Figure 1. Track usage over the die (run 1).
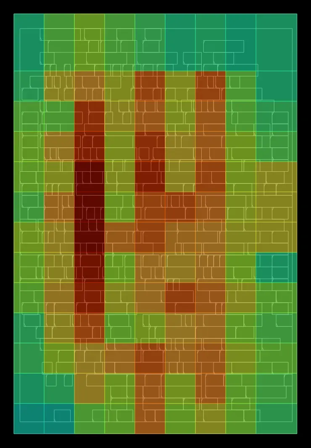
Figure 2. Sequential cells coloured by netlist name (run 1).
Scale bar: 20 um. Other sequential cells in the stronger grey, the rest of the logic in the fainter grey.
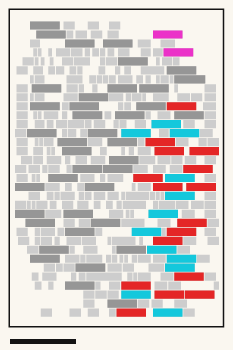
Figure 3. Gate families picked out (run 1).
Scale bar: 20 um.
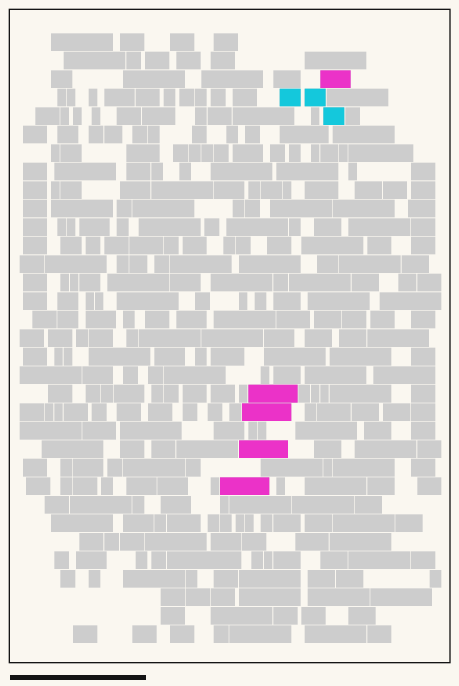
## config.mk

```make
export PLATFORM = sky130hd
export DESIGN_NAME = serial_nibble_add_ctrl_flat
export DESIGN_NICKNAME = d
export VERILOG_FILES = /design/src/rtl/sna_pkg.sv /design/src/rtl/serial_nibble_add_ctrl_if.sv /design/src/rtl/nibble_add4.sv /design/src/rtl/serial_nibble_add_ctrl.sv /design/src/flat_wrapper.sv
export SDC_FILE = /design/constraint.sdc
export NUM_CORES = 1
export LEC_CHECK = 0
export CAP_MARGIN = 20
export CORE_ASPECT_RATIO = 1.5
export CORE_UTILIZATION = 57
export DETAILED_ROUTE_END_ITERATION = 16
export GPL_ROUTABILITY_DRIVEN = 0
export PLACE_DENSITY = 0.86
export SYNTH_ARGS = -nofsm -noshare
export SYNTH_HDL_FRONTEND = slang
export SYNTH_SLANG_ARGS = --single-unit
```

## constraint.sdc

```tcl
create_clock -name clk -period 4.7 [get_ports clk]
set_input_delay 1.175 -clock clk [delete_from_list [all_inputs] [get_ports clk]]
set_output_delay 1.175 -clock clk [all_outputs]
set_load 0.02 [all_outputs]
```

## src/rtl/sna_pkg.sv

```systemverilog
// Shared types and constants for the serial nibble adder controller.
package sna_pkg;

  localparam int SLICE_W = 4;

  typedef enum logic [1:0] {
    ST_IDLE = 2'd0,
    ST_RUN  = 2'd1,
    ST_DONE = 2'd2
  } sna_state_e;

  // At least one bit, even for a single-nibble build.
  function automatic int idx_width(input int n);
    return (n <= 2) ? 1 : $clog2(n);
  endfunction

endpackage

```

## src/rtl/serial_nibble_add_ctrl_if.sv

```systemverilog
// Operand/result handshake bundle for serial_nibble_add_ctrl.
// Carries out_ovf only when SNA_SIGNED_OVF_EN is defined.
interface serial_nibble_add_ctrl_if
  import sna_pkg::*;
#(
  parameter int NIBBLES = 4
);

  localparam int W = SLICE_W * NIBBLES;

  logic         in_valid;
  logic         in_ready;
  logic [W-1:0] in_a;
  logic [W-1:0] in_b;
  logic         in_cin;
  logic         out_valid;
  logic         out_ready;
  logic [W-1:0] out_sum;
  logic         out_cout;
  logic         busy;
`ifdef SNA_SIGNED_OVF_EN
  logic         out_ovf;
`endif

`ifdef SNA_SIGNED_OVF_EN
  modport master (
    output in_valid, in_a, in_b, in_cin, out_ready,
    input  in_ready, out_valid, out_sum, out_cout, busy, out_ovf
  );

  modport slave (
    input  in_valid, in_a, in_b, in_cin, out_ready,
    output in_ready, out_valid, out_sum, out_cout, busy, out_ovf
  );
`else
  modport master (
    output in_valid, in_a, in_b, in_cin, out_ready,
    input  in_ready, out_valid, out_sum, out_cout, busy
  );

  modport slave (
    input  in_valid, in_a, in_b, in_cin, out_ready,
    output in_ready, out_valid, out_sum, out_cout, busy
  );
`endif

endinterface

```

## src/rtl/nibble_add4.sv

```systemverilog
// 4-bit ripple-carry slice built from full-adder cells.
module nibble_add4
  import sna_pkg::*;
(
  output logic               cout,
  output logic [SLICE_W-1:0] sum,
  input  logic [SLICE_W-1:0] a,
  input  logic [SLICE_W-1:0] b,
  input  logic               cin
);

  logic [SLICE_W:0] c;

  assign c[0] = cin;

  for (genvar i = 0; i < SLICE_W; i++) begin : g_fa
    logic p;
    assign p      = a[i] ^ b[i];
    assign sum[i] = p ^ c[i];
    assign c[i+1] = (a[i] & b[i]) | (c[i] & p);
  end

  assign cout = c[SLICE_W];

endmodule

```

## src/rtl/serial_nibble_add_ctrl.sv

```systemverilog
// Multi-word adder sequencing one 4-bit slice, LS nibble first.
// Optional signed overflow output: define SNA_SIGNED_OVF_EN.
module serial_nibble_add_ctrl
  import sna_pkg::*;
#(
  parameter int NIBBLES = 4
) (
  input  logic                    clk,
  input  logic                    rst_n,
  serial_nibble_add_ctrl_if.slave bus
);

  localparam int W  = SLICE_W * NIBBLES;
  localparam int IW = idx_width(NIBBLES);
  localparam logic [IW-1:0] LAST = IW'(NIBBLES - 1);

  sna_state_e   state_q, state_d;
  logic [IW-1:0] idx_q, idx_d;
  logic         carry_q, carry_d;
  logic [W-1:0] a_sh_q, a_sh_d;
  logic [W-1:0] b_sh_q, b_sh_d;
  logic [W-1:0] res_q, res_d;
  logic [W-1:0] out_sum_q, out_sum_d;
  logic         out_cout_q, out_cout_d;
  logic         out_valid_q, out_valid_d;
  logic         busy_q, busy_d;
  logic         in_ready_q, in_ready_d;
`ifdef SNA_SIGNED_OVF_EN
  logic         a_msb_q, a_msb_d;
  logic         b_msb_q, b_msb_d;
  logic         ovf_q, ovf_d;
`endif

  logic [SLICE_W-1:0] s_sum;
  logic               s_cout;

  nibble_add4 u_slice (
    .cout (s_cout),
    .sum  (s_sum),
    .a    (a_sh_q[SLICE_W-1:0]),
    .b    (b_sh_q[SLICE_W-1:0]),
    .cin  (carry_q)
  );

  always_comb begin
    state_d    = state_q;
    idx_d      = idx_q;
    carry_d    = carry_q;
    a_sh_d     = a_sh_q;
    b_sh_d     = b_sh_q;
    res_d      = res_q;
    out_sum_d  = out_sum_q;
    out_cout_d = out_cout_q;
`ifdef SNA_SIGNED_OVF_EN
    a_msb_d    = a_msb_q;
    b_msb_d    = b_msb_q;
    ovf_d      = ovf_q;
`endif
    case (state_q)
      ST_IDLE: begin
        if (bus.in_valid) begin
          a_sh_d  = bus.in_a;
          b_sh_d  = bus.in_b;
          carry_d = bus.in_cin;
          idx_d   = '0;
          state_d = ST_RUN;
`ifdef SNA_SIGNED_OVF_EN
          a_msb_d = bus.in_a[W-1];
          b_msb_d = bus.in_b[W-1];
`endif
        end
      end
      ST_RUN: begin
        a_sh_d = a_sh_q >> SLICE_W;
        b_sh_d = b_sh_q >> SLICE_W;
        res_d  = res_q >> SLICE_W;
        res_d[W-1 -: SLICE_W] = s_sum;
        carry_d = s_cout;
        if (idx_q == LAST) begin
          state_d    = ST_DONE;
          out_sum_d  = res_d;
          out_cout_d = s_cout;
`ifdef SNA_SIGNED_OVF_EN
          ovf_d = (a_msb_q == b_msb_q) &&
                  (s_sum[SLICE_W-1] != a_msb_q);
`endif
        end else begin
          idx_d = idx_q + 1'b1;
        end
      end
      ST_DONE: begin
        if (bus.out_ready) begin
          state_d = ST_IDLE;
        end
      end
      default: state_d = ST_IDLE;
    endcase
    out_valid_d = (state_d == ST_DONE);
    busy_d      = (state_d != ST_IDLE);
    in_ready_d  = (state_d == ST_IDLE);
  end

  always_ff @(posedge clk or negedge rst_n) begin
    if (!rst_n) begin
      state_q     <= ST_IDLE;
      idx_q       <= '0;
      carry_q     <= 1'b0;
      a_sh_q      <= '0;
      b_sh_q      <= '0;
      res_q       <= '0;
      out_sum_q   <= '0;
      out_cout_q  <= 1'b0;
      out_valid_q <= 1'b0;
      busy_q      <= 1'b0;
      in_ready_q  <= 1'b1;
`ifdef SNA_SIGNED_OVF_EN
      a_msb_q     <= 1'b0;
      b_msb_q     <= 1'b0;
      ovf_q       <= 1'b0;
`endif
    end else begin
      state_q     <= state_d;
      idx_q       <= idx_d;
      carry_q     <= carry_d;
      a_sh_q      <= a_sh_d;
      b_sh_q      <= b_sh_d;
      res_q       <= res_d;
      out_sum_q   <= out_sum_d;
      out_cout_q  <= out_cout_d;
      out_valid_q <= out_valid_d;
      busy_q      <= busy_d;
      in_ready_q  <= in_ready_d;
`ifdef SNA_SIGNED_OVF_EN
      a_msb_q     <= a_msb_d;
      b_msb_q     <= b_msb_d;
      ovf_q       <= ovf_d;
`endif
    end
  end

  assign bus.in_ready  = in_ready_q;
  assign bus.out_valid = out_valid_q;
  assign bus.out_sum   = out_sum_q;
  assign bus.out_cout  = out_cout_q;
  assign bus.busy      = busy_q;
`ifdef SNA_SIGNED_OVF_EN
  assign bus.out_ovf   = ovf_q;
`endif

endmodule

```

## src/flat_wrapper.sv

```systemverilog
// flat-port wrapper written by rule: the top's interface ports become plain ports
module serial_nibble_add_ctrl_flat import sna_pkg::*;
#(
  parameter int NIBBLES = 4
)
  (clk, rst_n, bus_in_valid, bus_in_a, bus_in_b, bus_in_cin, bus_out_ready, bus_in_ready, bus_out_valid, bus_out_sum, bus_out_cout, bus_busy);
  serial_nibble_add_ctrl_if #(.NIBBLES(NIBBLES)) bus_i ();
  input  logic clk;
  input  logic rst_n;
  input wire logic [$bits(bus_i.in_valid)-1:0] bus_in_valid;
  input wire logic [$bits(bus_i.in_a)-1:0] bus_in_a;
  input wire logic [$bits(bus_i.in_b)-1:0] bus_in_b;
  input wire logic [$bits(bus_i.in_cin)-1:0] bus_in_cin;
  input wire logic [$bits(bus_i.out_ready)-1:0] bus_out_ready;
  output wire logic [$bits(bus_i.in_ready)-1:0] bus_in_ready;
  output wire logic [$bits(bus_i.out_valid)-1:0] bus_out_valid;
  output wire logic [$bits(bus_i.out_sum)-1:0] bus_out_sum;
  output wire logic [$bits(bus_i.out_cout)-1:0] bus_out_cout;
  output wire logic [$bits(bus_i.busy)-1:0] bus_busy;
  assign bus_i.in_valid = bus_in_valid;
  assign bus_i.in_a = bus_in_a;
  assign bus_i.in_b = bus_in_b;
  assign bus_i.in_cin = bus_in_cin;
  assign bus_i.out_ready = bus_out_ready;
  assign bus_in_ready = bus_i.in_ready;
  assign bus_out_valid = bus_i.out_valid;
  assign bus_out_sum = bus_i.out_sum;
  assign bus_out_cout = bus_i.out_cout;
  assign bus_busy = bus_i.busy;
  serial_nibble_add_ctrl #(.NIBBLES(NIBBLES)) u_core (.clk(clk), .rst_n(rst_n), .bus(bus_i));
endmodule
```

==> changes_impl.md, run 1 <==
## Flow update

* Combinational power at between 1 and 1.5 mW
* Leak at ~1.7 nW
* ANT nets after route at 0
* Total negative setup slack at 0 ns
* Cell area leaders: dfrtp_1 (51%), mux2_1 (8.1%), o22ai_2 (7.5%), nor3_2 (6.0%), nor2b_1 (4.7%)
* Setup Fix Bufs, Post-CTS at 0
* Fmax at approximately 0.36 GHz
* Drt drc at 0
* Worst Path Arrival at roughly 3.0 ns
* Final hold slack at ~0.49 ns
* Async S/R FF share, synth at 100%
* Avg WL per Cell at around 16 um
* Uppermost layer routed: met4
* Yosys adder share at around 2.8%
* Clk sinks at slightly below 70
* Ys cells at roughly 280
* Met1 WL at between 2000 and 3000 um
* FFs & Latches at a little under 70
* Die ar. at ~0.0062 sq mm
* Largest Pwr Group: combinational cells
* Switching power at ~1.1 mW
* CP Capture Point: u_core.a_sh_q[7]
* Worst hold path class: register to register
* Power share of the sequential group at approximately two fifths
* Flop share of the area at between 40% and 50%
* Inserted Diodes at 0
* Max Root-Sink Buffers at 2
* Status: finished clean
* Worst R2R Path Depth at 4
* Clk_skew at slightly above 0.009 ns
* Critical path required time at 4.92 ns
* Core area at 0.00557 sq mm
* Period utilisation layout at 59.0%
* RSZ-0062 raised after global routing: no
* Slowest cell delay on critical path at roughly 0.7 ns
* Initial drt markers at around 160
* Post-Synth AOI/OAI Area at about an eighth
* Logic area at between 0.001 and 0.0015 sq mm
* Switching part of the total power at a little under two fifths
* Signal buf overhead at 14.2%
* CP Capture Type: register
* Detailed Place HPWL at 4210 um
* Post-route cell area at about 0.004 sq mm
* Final Max Tran Viols at 0
* Comb area leader: simple AND/OR/NAND/NOR gates
* Hold Path Cell Cnt at 1
-- Figure 1 (at the start) --
met1 Use GR: 29.5%
final core occ: 73.0%

-- Figure 2 (at the start) --
[cyan] u_core.res_q | sequential cells: 12
[red] u_core.bus.out_sum | sequential cells: 16
[magenta] u_core.idx_q | sequential cells: 2

-- Figure 3 (at the start) --
[magenta] adder and majority cells | cells: 5 | most used: fa_1
[cyan] AND-OR and OR-AND gates | cells: 3 | most used: a22o_1

-- run 1: cell usage in the layout, fill, tap and decap left out, types with 2 or more instances in the layout --
| master | instances |
|---|---|
| clkinv_2 | 2 |
| clkbuf_8 | 10 |
| a22o_1 | 3 |
| nor2_1 | 3 |
| clkdlybuf4s50_1 | 55 |
| a32oi_1 | 8 |
| nor2b_1 | 25 |
| fa_1 | 4 |
| o22ai_2 | 20 |
| o21ai_1 | 5 |
| buf_4 | 3 |
| o22ai_1 | 5 |
| nand2b_1 | 2 |
| nand2_1 | 24 |
| inv_1 | 8 |
| nor3_1 | 30 |
| mux2_1 | 24 |
| dfrtp_1 | 68 |
| nor3_2 | 20 |
| clkbuf_1 | 2 |
Figure 4. Cells coloured by class (run 1).
Scale bar: 20 um.
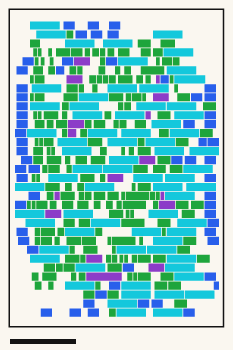

## Run 2: what changed since run 1
- CORE_UTILIZATION: 57 -> 53
- PLACE_DENSITY: 0.86 -> 0.81
- clock period: 4.7 -> 2.9 ns (I/O delays scaled with it)
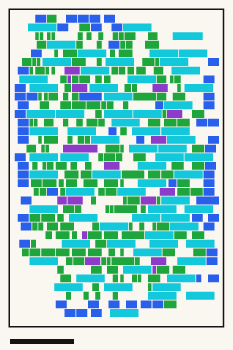
Figure 5: run 2, cells coloured by class.
Scale bar: 20 um.
[green] all other logic | cells: 189 | share of their area: 37%
[blue] other buffers and delay cells | cells: 62 | share of their area: 15%
[purple] clock drivers and dummy loads | cells: 16 | share of their area: 5.0%
[cyan] flip-flops | cells: 69 | share of their area: 43%
core area: 0.00613 sq mm
std cell rows: 35
flop share of the area: 41.8%
post-route cell area: 0.00413 sq mm
final core occ: 67.4%

==> run 2 against run 1 <==
Register-to-register slack worse by 1.7 ns. Wire length down 1.1%. Count of clock-buffer cells in the layout up 1. Cell area up 1.5%. Worst hold slack worse by 0.083 ns. First-iteration DRC count down 24%. Clock power up 69%. Synthesized cell count unchanged. Die area up 7.3%. Flip-flop count unchanged. Sequential power up 63%. Combinational power up 62%. Critical path type is now register to register. Largest power group unchanged.
==> changes_impl.md, run 2 <==
## Flow update

* Status: finished clean (unchanged)
* Period utilisation layout at 75.5%
* Switching part of the total power at 37.8% (was 38.2%)
* Fmax at around 0.46 GHz
* Initial drt markers at 124 (was 164)
* Clk_skew at 0.0108 ns (was 0.00925 ns)
* Cell area leaders: dfrtp_1 (51%), mux2_1 (8.1%), o22ai_2 (7.5%), nor3_2 (6.0%), nor2b_1 (4.7%) (unchanged)
* Met1 Use GR at 28.9% (was 29.5%)
* Critical path required time at 3.14 ns (was 4.92 ns)
* RSZ-0062 raised after global routing: no (unchanged)
* Largest Pwr Group: combinational cells (unchanged)
* Power share of the sequential group at 38.1% (was 38.5%)
* Inserted Diodes at 0 (unchanged)
* Ys cells at 279 (unchanged)
* ANT nets after route at 0 (unchanged)
* Avg WL per Cell at 15.6 um (was 16.0 um)
* Worst R2R Path Depth at 8 (was 4)
* Final Max Tran Viols at 0 (unchanged)
* CP Capture Type: register (unchanged)
* Final hold slack at 0.405 ns (was 0.488 ns)
* Most common logic cell in the routed design: dfrtp_1 (unchanged)
* Combinational power at 2.14 mW (was 1.32 mW)
* Leak at 1.76 nW (was 1.72 nW)
* Detailed Place HPWL at 4340 um (was 4210 um)
* Async S/R FF share, synth at 100% (unchanged)
* Slowest cell delay on critical path at 0.42 ns (was 0.69 ns)
* Drt drc at 0 (unchanged)
* Uppermost layer routed: met4 (unchanged)
* Met1 WL at 2800 um (was 2720 um)
* Worst Path Arrival at 2.43 ns (was 2.99 ns)
* Worst hold path class: input port to asynchronous set/reset pin (was register to register)
* Die ar. at 0.00664 sq mm (was 0.00619 sq mm)
* Switching power at 1.80 mW (was 1.11 mW)
* CP Capture Point: u_core.res_q[15] (was u_core.a_sh_q[7])
* Vias in the first global route at 2354 (was 2459)
* Total negative setup slack at 0 ns (unchanged)
* Setup Fix Bufs, Post-CTS at 0 (unchanged)
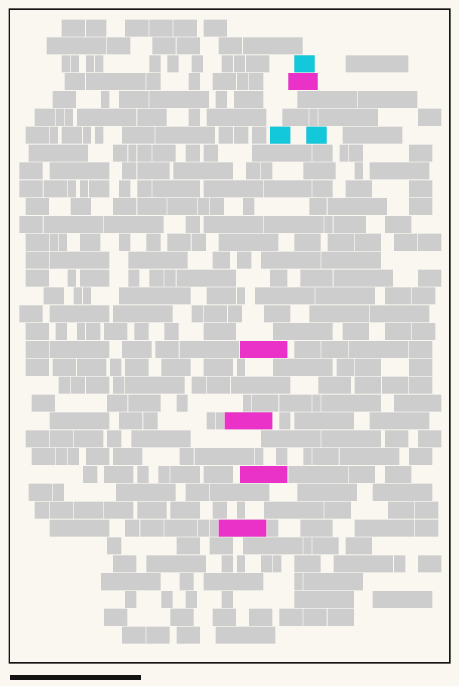
Figure 6: run 2, gate families picked out.
Scale bar: 20 um.
[magenta] adder and majority cells | cells: 5 | most used: fa_1
[cyan] AND-OR and OR-AND gates | cells: 3 | most used: a22o_1

-- run 2: netlist changes by cell type in the layout (fill, tap and decap cells not counted), sizes merged --
cell      previous run  this run
clkbuf              12        13
clkinvlp             1         0
buf                  4         7
-- run 2: area by class of cell --
class	count	area, sq um	share of cell area (%)
sequential	69	1730	41.8
tap	74	92.6	2.24
clock inverter	3	43.8	1.06
inverter	8	30.0	0.727
clock buffer	13	159	3.85
multi-input combinational	181	1450	35.2
timing repair buffer	62	626	15.1
-- run 2: cell families after synthesis --
family          after synthesis  synth area share (%)
mux                          25                  8.41
buf+inv                      29                  5.01
fa+ha+maj                     5                  2.77
simple gates                109                  20.0
compound gates               42                  12.2
flops                        69                  51.6
Power and IR drop assume default switching activity.
